**Metal 1**

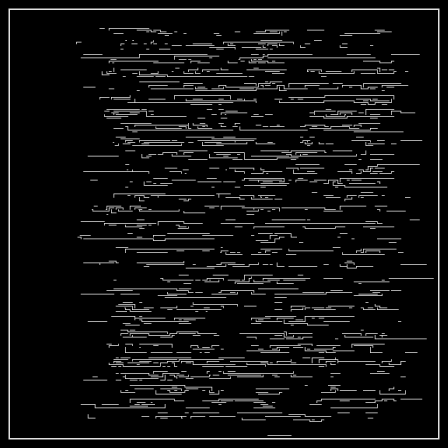
**Met2 routing**

Scale bar: 20 µm. Cells faint in the background.
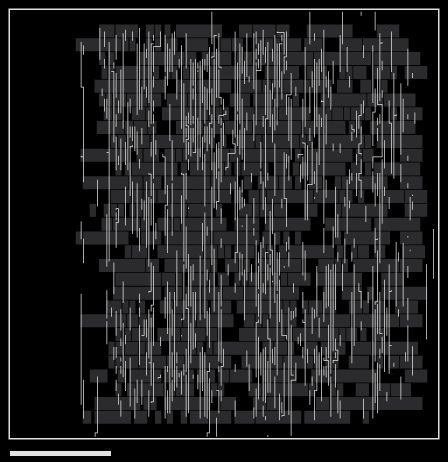
**Met3 routing**

Scale bar: 20 µm.
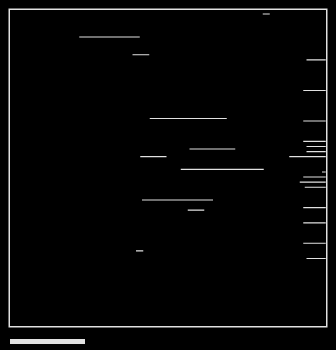
**Close-up of the layout**

Scale bar: 5 µm. Region (11, 53) to (31, 73) µm. Cells in gray, sequential cells in the stronger gray; small squares are vias.
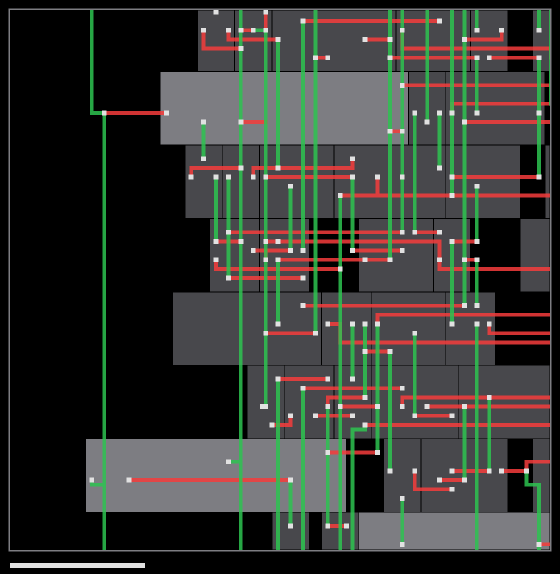
**Track usage over the die**

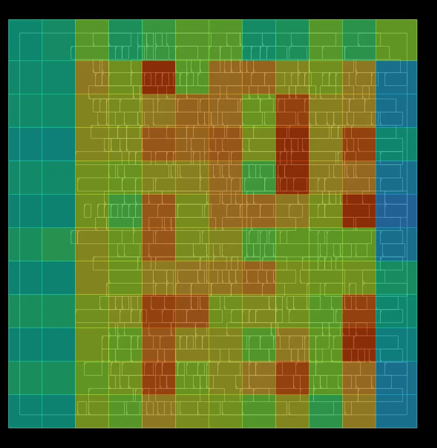
$ cat src/rtl/serial_parallel_pkg.sv
// serial_parallel_pkg: shared FSM encoding and default comma for the serial deserialiser
package serial_parallel_pkg;
  typedef enum logic [1:0] {SEARCH = 2'd0, ALIGN = 2'd1, LOCKED = 2'd2} state_t;
  localparam logic [7:0] COMMA_DEF = 8'hBC;
endpackage

$ cat src/rtl/serial_parallel_lane.sv
// serial_parallel_lane: one serial lane with comma alignment, lock tracking and word output
module serial_parallel_lane
  import serial_parallel_pkg::*;
#(
  parameter int DATA_W = 8,
  parameter logic [DATA_W-1:0] COMMA = DATA_W'(COMMA_DEF),
  parameter int LOCK_CNT = 4,
  parameter int UNLOCK_CNT = 2
) (
  input  logic              clk_32f,
  input  logic              reset_L,
  input  logic              data_in,
  output logic [DATA_W-1:0] data_out,
  output logic              valid_out,
  output logic              locked
);
  localparam int BW = $clog2(DATA_W - 1) + 1;
  localparam int CW = $clog2(LOCK_CNT) + 1;
  localparam int ZW = $clog2(UNLOCK_CNT) + 1;
  state_t state;
  logic [DATA_W-1:0] sr, sr_next;
  logic [BW-1:0] bit_cnt;
  logic [CW-1:0] comma_cnt, comma_inc;
  logic [ZW-1:0] zero_cnt, zero_inc;
  logic boundary, is_comma, is_zero;
  assign sr_next   = {sr[DATA_W-2:0], data_in};
  assign boundary  = bit_cnt == BW'(DATA_W - 1);
  assign is_comma  = sr_next == COMMA;
  assign is_zero   = sr_next == '0;
  assign comma_inc = comma_cnt + 1'b1;
  assign zero_inc  = zero_cnt + 1'b1;
  always_ff @(posedge clk_32f or negedge reset_L)
    if (!reset_L) begin
      state     <= SEARCH;
      sr        <= '0;
      bit_cnt   <= '0;
      comma_cnt <= '0;
      zero_cnt  <= '0;
      data_out  <= '0;
      valid_out <= 1'b0;
      locked    <= 1'b0;
    end else begin
      sr        <= sr_next;
      bit_cnt   <= boundary ? '0 : bit_cnt + 1'b1;
      valid_out <= 1'b0;
      case (state)
        SEARCH: begin
          zero_cnt <= '0;
          if (is_comma) begin
            bit_cnt   <= '0;
            comma_cnt <= CW'(1);
            state     <= (LOCK_CNT == 1) ? LOCKED : ALIGN;
            locked    <= LOCK_CNT == 1;
          end
        end
        ALIGN: if (boundary) begin
          if (is_comma) begin
            comma_cnt <= (comma_cnt == CW'(LOCK_CNT)) ? comma_cnt : comma_inc;
            if (comma_inc == CW'(LOCK_CNT)) begin
              state  <= LOCKED;
              locked <= 1'b1;
            end
          end else begin
            state     <= SEARCH;
            comma_cnt <= '0;
          end
        end
        LOCKED: if (boundary) begin
          // commas and zero words are fill, never payload
          zero_cnt <= is_zero ? ((zero_cnt == ZW'(UNLOCK_CNT)) ? zero_cnt : zero_inc) : '0;
          if (is_zero && zero_inc == ZW'(UNLOCK_CNT)) begin
            state     <= SEARCH;
            locked    <= 1'b0;
            comma_cnt <= '0;
          end
          if (!is_zero && !is_comma) begin
            data_out  <= sr_next;
            valid_out <= 1'b1;
          end
        end
        default: begin
          state  <= SEARCH;
          locked <= 1'b0;
        end
      endcase
    end
endmodule

$ cat src/rtl/serial_parallel_multi.sv
// serial_parallel_multi: LANES independent comma-aligned serial-to-parallel deserialisers
module serial_parallel_multi
  import serial_parallel_pkg::*;
#(
  parameter int DATA_W = 8,
  parameter int LANES = 2,
  parameter logic [DATA_W-1:0] COMMA = DATA_W'(COMMA_DEF),
  parameter int LOCK_CNT = 4,
  parameter int UNLOCK_CNT = 2
) (
  input  logic                    clk_32f,
  input  logic                    reset_L,
  input  logic [LANES-1:0]        data_in,
  output logic [LANES*DATA_W-1:0] data_out,
  output logic [LANES-1:0]        valid_out,
  output logic [LANES-1:0]        locked
);
  for (genvar i = 0; i < LANES; i++) begin : g_lane
    serial_parallel_lane #(
      .DATA_W(DATA_W), .COMMA(COMMA), .LOCK_CNT(LOCK_CNT), .UNLOCK_CNT(UNLOCK_CNT)
    ) u_lane (
      .clk_32f  (clk_32f),
      .reset_L  (reset_L),
      .data_in  (data_in[i]),
      .data_out (data_out[i*DATA_W +: DATA_W]),
      .valid_out(valid_out[i]),
      .locked   (locked[i])
    );
  end
endmodule

$ cat config.mk
export PLATFORM = sky130hd
export DESIGN_NAME = serial_parallel_multi
export DESIGN_NICKNAME = d
export VERILOG_FILES = /design/src/rtl/serial_parallel_pkg.sv /design/src/rtl/serial_parallel_lane.sv /design/src/rtl/serial_parallel_multi.sv
export SDC_FILE = /design/constraint.sdc
export NUM_CORES = 1
export LEC_CHECK = 0
export ABC_AREA = 1
export CAP_MARGIN = 15
export CORE_MARGIN = 2
export CORE_UTILIZATION = 45
export DETAILED_ROUTE_END_ITERATION = 7
export PLACE_DENSITY = 0.69
export SKIP_CTS_REPAIR_TIMING = 1
export SLEW_MARGIN = 20
export SYNTH_ARGS = -nofsm -noshare
export SYNTH_HDL_FRONTEND = slang
export SYNTH_SLANG_ARGS = --single-unit
$ cat constraint.sdc
create_clock -name clk_32f -period 1.32 [get_ports clk_32f]
set_clock_uncertainty 0.05 [all_clocks]
set_input_delay 0.264 -clock clk_32f [delete_from_list [all_inputs] [get_ports clk_32f]]
set_output_delay 0.264 -clock clk_32f [all_outputs]
set_load 0.01 [all_outputs]
==> Slide: Implementation Results <==
Run Summary

Floorplan
  • Fp_density: between 40% and 50%
  • Die x size: 84.4 µm
  • I/O Pins: 24

Setup path
  • CP arrival: around 1.7 ns
  • Slowest Stage Delay on Critical Path: 0.44 ns
  • WP data required: 1.48 ns
  • Worst Reg-to-Reg Cells: 10
  • Crit-path cells: buf_6, ha_4, nor2_4, inv_2, nand2_2, nand2_2, inv_2, nand2_4, o21ai_2, nand2_1
  • Crit path depth: 10

Flow run
  • Max Cap Viol: 0

Placed design
  • Place WS: -0.450 ns
  • Dpl cell area: 0.00362 mm²

Global route
  • First-pass GRT wire length: 9580 µm

Logic synthesis
  • Mapped Area: 0.00291 mm²
  • Fa+ha+maj area frac: 8.18%
  • Area leader share: around half
  • Ys flop type: dfrtp_1
  • Sequential share of the synthesized area: about half
  • Xor/xnor share: 0.301%

STA
  • Worst Slack Setup Final: -0.180 ns
  • Setup violators final: 36
  • Max_slew headroom: 79.2%
  • Hold slack: 0.0956 ns

Route
  • DRT Pass-1 Iters: 4
  • Met2 routed WL: 3330 µm
  • Via density: just under 5
  • Wire length on met1: 2900 µm

Run status
  • Status: finished, violations left
  • Failing checks: negative setup slack

Cells and area
  • Largest register FFs: 16
  • Non-CTS buffers: ~86
  • Clk cell area share: between 2 and 2.5%

Power and ir drop
  • Pint: 3.84 mW
  • Switching part of the total power: 38.6%
  • Clock power frac: 15.2%
Notes on 'metal 1' above:
The longest straight run is 21.6 µm. The wires run mostly horizontal.
via count: 2468
drt total wl: 6490 µm
global-route met1 utilization: 20.6%

Notes on 'met2 routing' above:
The wires run mostly vertical. The layer carries 3330 µm of wire. The longest straight run is 43.2 µm.
M2 GR Usage: 28.5%

Notes on 'met3 routing' above:
The wires run mostly horizontal. The longest straight run is 21.9 µm. The layer holds 2.9% of the routed length. The layer carries 188 µm of wire. 20 nets have wire on it.
GR met3 Demand/Resource: 2.95%

Notes on 'close-up of the layout' above:
Key: M1 = red; M2 = green
Sequential cells in the window: 3. 31 logic cells have their middle in the window. Netlist names of flops here include g_lane.u_lane.state (2), g_lane.u_lane.comma_cnt (1). Most frequent: nand2_1 (7), buf_4 (5), nand3_1 (3).

Notes on 'track usage over the die' above:
routed length per placed instance: 12.6 µm
fin util: 67.7%
Most Crowded Layer GR: met2
Total Routing Usage GR: 16.3%

Power is estimated from default activity; no workload was simulated.
